File: config.mk
export PLATFORM = sky130hd
export DESIGN_NAME = scan_step_seq
export DESIGN_NICKNAME = d
export VERILOG_FILES = /design/src/rtl/scan_step_seq.sv
export SDC_FILE = /design/constraint.sdc
export NUM_CORES = 1
export LEC_CHECK = 0
export CAP_MARGIN = 20
export CORE_UTILIZATION = 35
export CTS_BUF_LIST = sky130_fd_sc_hd__clkbuf_16
export DETAILED_ROUTE_END_ITERATION = 6
export PLACE_DENSITY = 0.63
export SYNTH_ARGS = -nofsm -noshare
export SYNTH_HDL_FRONTEND = slang
export SYNTH_SLANG_ARGS = --single-unit
File: constraint.sdc
create_clock -name dds -period 6.2 [get_ports dds]
set_input_delay 1.24 -clock dds [delete_from_list [all_inputs] [get_ports dds]]
set_output_delay 1.24 -clock dds [all_outputs]
set_load 0.02 [all_outputs]
File: src/rtl/scan_step_seq.sv
// scan_step_seq: scan-point sequencer on the dds clock.
// A rising edge of s_start launches a scan from one of two configuration
// sets (chosen by change). One scan_step pulse is issued per point, spaced
// dwell+1 cycles apart, followed by a single scan_done pulse. s_abort
// cancels a running scan without a done pulse.
module scan_step_seq #(
  parameter int IDX_W   = 8,
  parameter int DWELL_W = 16
) (
  input  logic               dds,
  input  logic               rst_n,
  input  logic               s_start,
  input  logic               s_abort,
  input  logic [1:0]         change,
  input  logic [IDX_W-1:0]   step_num1,
  input  logic [DWELL_W-1:0] dwell1,
  input  logic [IDX_W-1:0]   step_num2,
  input  logic [DWELL_W-1:0] dwell2,
  output logic               scan_busy,
  output logic               scan_step,
  output logic [IDX_W-1:0]   scan_idx,
  output logic               scan_done,
  output logic               scan_mode
);

  typedef enum logic [1:0] {
    IDLE = 2'd0,
    RUN  = 2'd1,
    FIN  = 2'd2
  } state_t;

  state_t state, state_nxt;

  logic               s_start_d;
  logic               rise;
  logic [IDX_W-1:0]   num_l;
  logic [DWELL_W-1:0] dwell_l;
  logic [IDX_W-1:0]   idx_cnt;
  logic [DWELL_W-1:0] dwell_cnt;

  logic [IDX_W-1:0]   sel_num;
  logic [DWELL_W-1:0] sel_dwell;
  logic               sel_ok;
  logic               last_pt;

  logic               launch;
  logic               dec_now;
  logic               step_now;
  logic               done_now;
  logic               abort_now;

  // Start edge, configuration set selection and last-point detection.
  assign rise      = s_start & ~s_start_d;
  assign sel_num   = change[0] ? step_num2 : step_num1;
  assign sel_dwell = change[0] ? dwell2 : dwell1;
  // change of 10/11 selects no set; a zero point count is not a scan.
  assign sel_ok    = ~change[1] && (sel_num != '0);
  assign last_pt   = (idx_cnt == (num_l - IDX_W'(1)));

  // State register.
  always_ff @(posedge dds or negedge rst_n) begin
    if (!rst_n) begin
      state <= IDLE;
    end else begin
      state <= state_nxt;
    end
  end

  // Next-state decode and per-cycle action strobes; abort wins over step/done.
  always_comb begin
    state_nxt = state;
    launch    = 1'b0;
    dec_now   = 1'b0;
    step_now  = 1'b0;
    done_now  = 1'b0;
    abort_now = 1'b0;
    case (state)
      IDLE: begin
        if (rise && sel_ok && !s_abort) begin
          launch    = 1'b1;
          state_nxt = RUN;
        end
      end
      RUN: begin
        if (s_abort) begin
          abort_now = 1'b1;
          state_nxt = IDLE;
        end else if (dwell_cnt != '0) begin
          dec_now = 1'b1;
        end else begin
          step_now = 1'b1;
          if (last_pt) begin
            state_nxt = FIN;
          end
        end
      end
      FIN: begin
        if (s_abort) begin
          abort_now = 1'b1;
        end else begin
          done_now = 1'b1;
        end
        state_nxt = IDLE;
      end
      default: begin
        state_nxt = IDLE;
      end
    endcase
  end

  // Counters, latched configuration and registered outputs.
  always_ff @(posedge dds or negedge rst_n) begin
    if (!rst_n) begin
      s_start_d <= 1'b0;
      num_l     <= '0;
      dwell_l   <= '0;
      idx_cnt   <= '0;
      dwell_cnt <= '0;
      scan_busy <= 1'b0;
      scan_step <= 1'b0;
      scan_idx  <= '0;
      scan_done <= 1'b0;
      scan_mode <= 1'b0;
    end else begin
      s_start_d <= s_start;
      scan_step <= 1'b0;
      scan_done <= 1'b0;
      if (launch) begin
        num_l     <= sel_num;
        dwell_l   <= sel_dwell;
        scan_mode <= change[0];
        idx_cnt   <= '0;
        dwell_cnt <= sel_dwell;
        scan_busy <= 1'b1;
      end
      if (abort_now) begin
        scan_busy <= 1'b0;
      end
      if (dec_now) begin
        dwell_cnt <= dwell_cnt - DWELL_W'(1);
      end
      if (step_now) begin
        scan_step <= 1'b1;
        scan_idx  <= idx_cnt;
        // On the last point the counters are left as-is; FIN follows.
        if (!last_pt) begin
          idx_cnt   <= idx_cnt + IDX_W'(1);
          dwell_cnt <= dwell_l;
        end
      end
      if (done_now) begin
        scan_done <= 1'b1;
        scan_busy <= 1'b0;
      end
    end
  end

endmodule

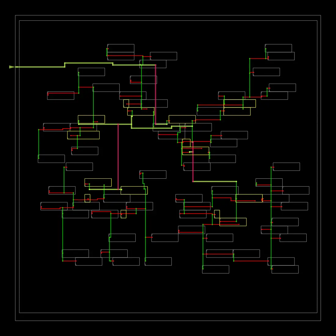
**Above:** the clock network.
clock buf count: 9
final setup skew: 0.004545 ns
clock latency at the later pin of the worst-skew pair: 0.32 ns
Clock Power: 524 µW

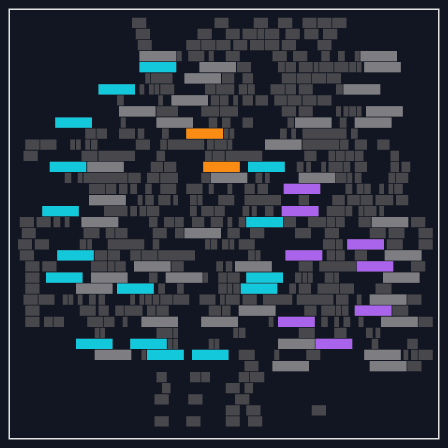
**Above:** sequential cells coloured by netlist name.
| colour | signal | sequential cells |
|---|---|---|
| cyan | dwell_l | 16 |
| orange | state | 2 |
| purple | idx_cnt | 8 |
flop share of the area: 33.05%
area taken by flip-flops and latches: 1577 µm²
power drawn by the sequential cells: 648 µW
final core occ: 46.20%

==> run_results.csv <==
group,metric,value,unit
logic_synthesis,yosys_register_bits,63,
final_timing,layout_setup_ws,2.306,ns
floorplanning,placementRows,37,
logic_synthesis,yosysUniqueCellTypes,61,
power_and_ir_drop,power_switching_share,31.09,%
clock_tree,cts_max_path_buffers,2,
outcome,result_of_the_run,"completed",
logic_synthesis,synth-edff-count,0,
final_timing,finalSetupTns,0,ns
critical_path,critical_path_required,6.41,ns
clock_tree,cts_hold_buf,0,
logic_synthesis,yosysSeqAreaShare,42.31,%
grt,grt_antenna_before_repair,0,
logic_synthesis,yosys_most_used_dff,"sky130_fd_sc_hd__dfrtp_1",
floorplanning,die_area,11060,µm²
critical_path,timing.rr.start,"dwell_cnt[0]$_DFF_PN0_",
clock_tree,tritoncts.num_buffers,9,
power_and_ir_drop,power.static_leakage,0.001966,µW
layout,final_cell_count_no_fill,577,
clock_tree,clk_transition_reported_paths,0.05,ns
critical_path,beginning_of_the_critical_path,"change[0]",
layout,final_cell_area,4770,µm²
final_timing,finalSetupViolations,0,
critical_path,cp_capture_point,"dwell_cnt[3]$_DFF_PN0_",
hold_path,worstHoldEndpoint,"dwell_l[8]$_DFFE_PN0N_",
drt,route.vias.total,3126,
final_timing,finalMaxSlewViolations,0,
final_timing,count_of_final_hold_check_violations,0,
logic_synthesis,synth_async_sr_flop_share,100.0,%
critical_path,reg2reg_setup_slack,2.61,ns
logic_synthesis,netlist_instances,378,
drt,route.detailed.drc,0,
logic_synthesis,post_synth.cell_area_avg,9.857,µm²
layout,lay_top_cells,"sky130_fd_sc_hd__dfrtp_1, sky130_fd_sc_hd__clkdlybuf4s50_1, sky130_fd_sc_hd__nand2_1",
final_timing,finalHoldWorstSlack,0.4769,ns
critical_path,crit_arrival,4.10,ns
final_timing,min_period_over_period,62.81,%
placed_design,detailedPlace.worstSlack,1.968,ns
critical_path,cp_max_fo,33,
hold_path,timing.hold.worst_path_depth,2,
power_and_ir_drop,p_per_area,336.3,nW/µm²
final_timing,rsz0062_at_grt,"false",
grt,first_global_vias,3143,
drt,routedWlPerCell,15.38,µm
logic_synthesis,number_of_warnings_reported_in_the_yosys_synthesis_log,0,
layout,antenna_diode_instance_count,0,
final_timing,timing.final.crit_period,3.894,ns
flow_run,log.warning_count,28,
clock_tree,cts_resized,0,
power_and_ir_drop,intPower,1105,µW
grt,groute.usage.overall,16.89,%
layout,nNetsFinal,496,
grt,globalRoute.totalOverflow,0,
final_timing,worst-slew-pin-transition,0.9664,ns
final_timing,max_freq,256.8,MHz
hold_path,hold_wc_path_type,"flop to flop",
layout,n_fill_cell,965,
critical_path,end_kind,"flop",
drt,drt_iter0_drc,109,
flow_run,drv.max_cap_violation_count,0,
power_and_ir_drop,switchingPower,498.8,µW
final_timing,slew_headroom,35.57,%
clock_tree,numClockSinks,63,
floorplanning,floorplan.core_area,10320,µm²
drt,antenna_violating_nets_post_route,0,
floorplanning,ios,66,
grt,grt_first_pass_wirelength,14990,µm
critical_path,terminus_of_the_critical_flop_to_flop_path,"dwell_cnt[10]$_DFF_PN0_",
placed_design,detailed_place.area,4457,µm²
clock_tree,cts_tree,"yes",
floorplanning,initCoreUtil,36.09,%
critical_path,worst-setup-path-type,"input pin to flop",
logic_synthesis,synth_chip_area,3726,µm²
logic_synthesis,synthesis.nets,438,
grt,grt_max_degree,64,
layout,area_growth,28.01,%
power_and_ir_drop,seqPwrFrac,40.4,%
hold_path,timing.hold.worst.start,"dwell_l[8]$_DFFE_PN0N_",
drt,drt-total-wl,8874,µm
critical_path,startpoint_type,"input pin",
clock_tree,htree_levels,3,
floorplanning,die_y,105.2,µm
placed_design,place_inst,561,
logic_synthesis,syn_area,3726,µm²
logic_synthesis,yosys-stat-cells,378,
placed_design,place.detailed.hpwl,6328,µm
layout,layout-drive-gt1-share,14.06,%
drt,detail_routed_via_count_per_cell,5.418,
power_and_ir_drop,vdd_ir_drop_max,0.1685,mV
critical_path,worst-r2r-cell-count,8,
power_and_ir_drop,power_frac_comb,26.9,%
drt,drt_pre_antenna_iters,4,
placed_design,io_buffers,65,
power_and_ir_drop,design_power_total,1604,µW
placed_design,gp_congestion,0.8095,
clock_tree,post-cts-setup-buffer-count,0,
clock_tree,root_buffer,"sky130_fd_sc_hd__clkbuf_16",
floorplanning,die_w,105.2,µm
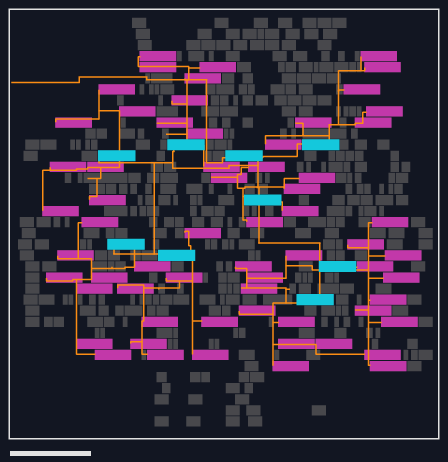
**Above:** routed clock nets over the placement.
Bar = 20 µm.
[cyan] clock drivers | count: 9
[magenta] flip-flops | count: 63
[orange] clock wires | length: 829 µm
routed clock nets: 10
clock group share of total power: 32.7%

cells in the mapped netlist, types with 5 or more instances:
| master | count | area share, % |
|---|---|---|
| sky130_fd_sc_hd__inv_1 | 12 | 1.2 |
| sky130_fd_sc_hd__mux2i_1 | 19 | 5.1 |
| sky130_fd_sc_hd__a221o_1 | 5 | 1.3 |
| sky130_fd_sc_hd__nor3_1 | 19 | 2.6 |
| sky130_fd_sc_hd__a21oi_1 | 10 | 1.3 |
| sky130_fd_sc_hd__a211oi_1 | 10 | 2.0 |
| sky130_fd_sc_hd__xnor2_1 | 7 | 1.6 |
| sky130_fd_sc_hd__ha_1 | 6 | 2.0 |
| sky130_fd_sc_hd__clkbuf_1 | 7 | 0.71 |
| sky130_fd_sc_hd__buf_2 | 7 | 0.94 |
| sky130_fd_sc_hd__buf_1 | 5 | 0.50 |
| sky130_fd_sc_hd__nor2_1 | 22 | 2.2 |
| sky130_fd_sc_hd__nand2_1 | 38 | 3.8 |
| sky130_fd_sc_hd__nor2b_1 | 11 | 1.8 |
| sky130_fd_sc_hd__dfrtp_1 | 63 | 42 |
| sky130_fd_sc_hd__mux2_2 | 24 | 7.3 |
| sky130_fd_sc_hd__nand3_1 | 7 | 0.94 |
| sky130_fd_sc_hd__a221oi_1 | 9 | 2.1 |
| sky130_fd_sc_hd__o21ai_0 | 21 | 2.8 |
cell families (layout without fill, tap and decap cells):
kind of cell             after synthesis  in the layout  synth area share (%)
adder cells (fa/ha/maj)                6              6                 2.015
XOR/XNOR                              10             10                 2.351
multiplexers                          45             45                 13.16
AND/OR/NAND/NOR                      137            137                 19.75
flip-flops                            63             63                 42.31
buffers and inverters                 33             96                 3.962
AND-OR/OR-AND                         84             84                 16.45
state kept, by name, indices dropped and copies added (netlist names):
signal	flops
scan_idx	8
num_l	8
scan_busy	1
state	2
scan_mode	1
idx_cnt	8
scan_step	1
scan_done	1
s_start_d	1
dwell_cnt	16
dwell_l	16
layout make-up:
type	count	area, µm²	share of cell area [%]
inverters	12	45.04	0.9444
flip-flops and latches	63	1577	33.05
repair buffers	68	663.1	13.90
clock inverters	7	87.58	1.836
clock buffers	9	225.2	4.722
multi-input cells	282	2002	41.97
well taps	136	170.2	3.568
power by group through the flow:
| stage | Clock [µW] | Sequential [µW] | Combinational, µW |
|---|---|---|---|
| after detailed placement | 0 | 654 | 433 |
| final | 524 | 648 | 432 |
| after CTS | 534 | 649 | 436 |
| after floorplan | 0 | 623 | 322 |
| after global placement | 0 | 648 | 414 |
| after global routing | 551 | 668 | 493 |
worst max-delay path: stages:
cell,delay [ns]
sky130_fd_sc_hd__buf_2,0.60
sky130_fd_sc_hd__or4b_2,0.63
sky130_fd_sc_hd__o22a_1,0.26
sky130_fd_sc_hd__o21a_1,0.53
sky130_fd_sc_hd__nand2_1,0.38
sky130_fd_sc_hd__a221oi_1,0.15
sky130_fd_sc_hd__mux2_2,0.28
layer usage:
metal | share of wire [%] | GRT usage [%]
met1 | 43 | 19.94
met2 | 53 | 31.11
met3 | 3.3 | 3.182
met4 | 0.63 | 4.326
met5 | 0 | 0
Power and IR drop assume default switching activity.
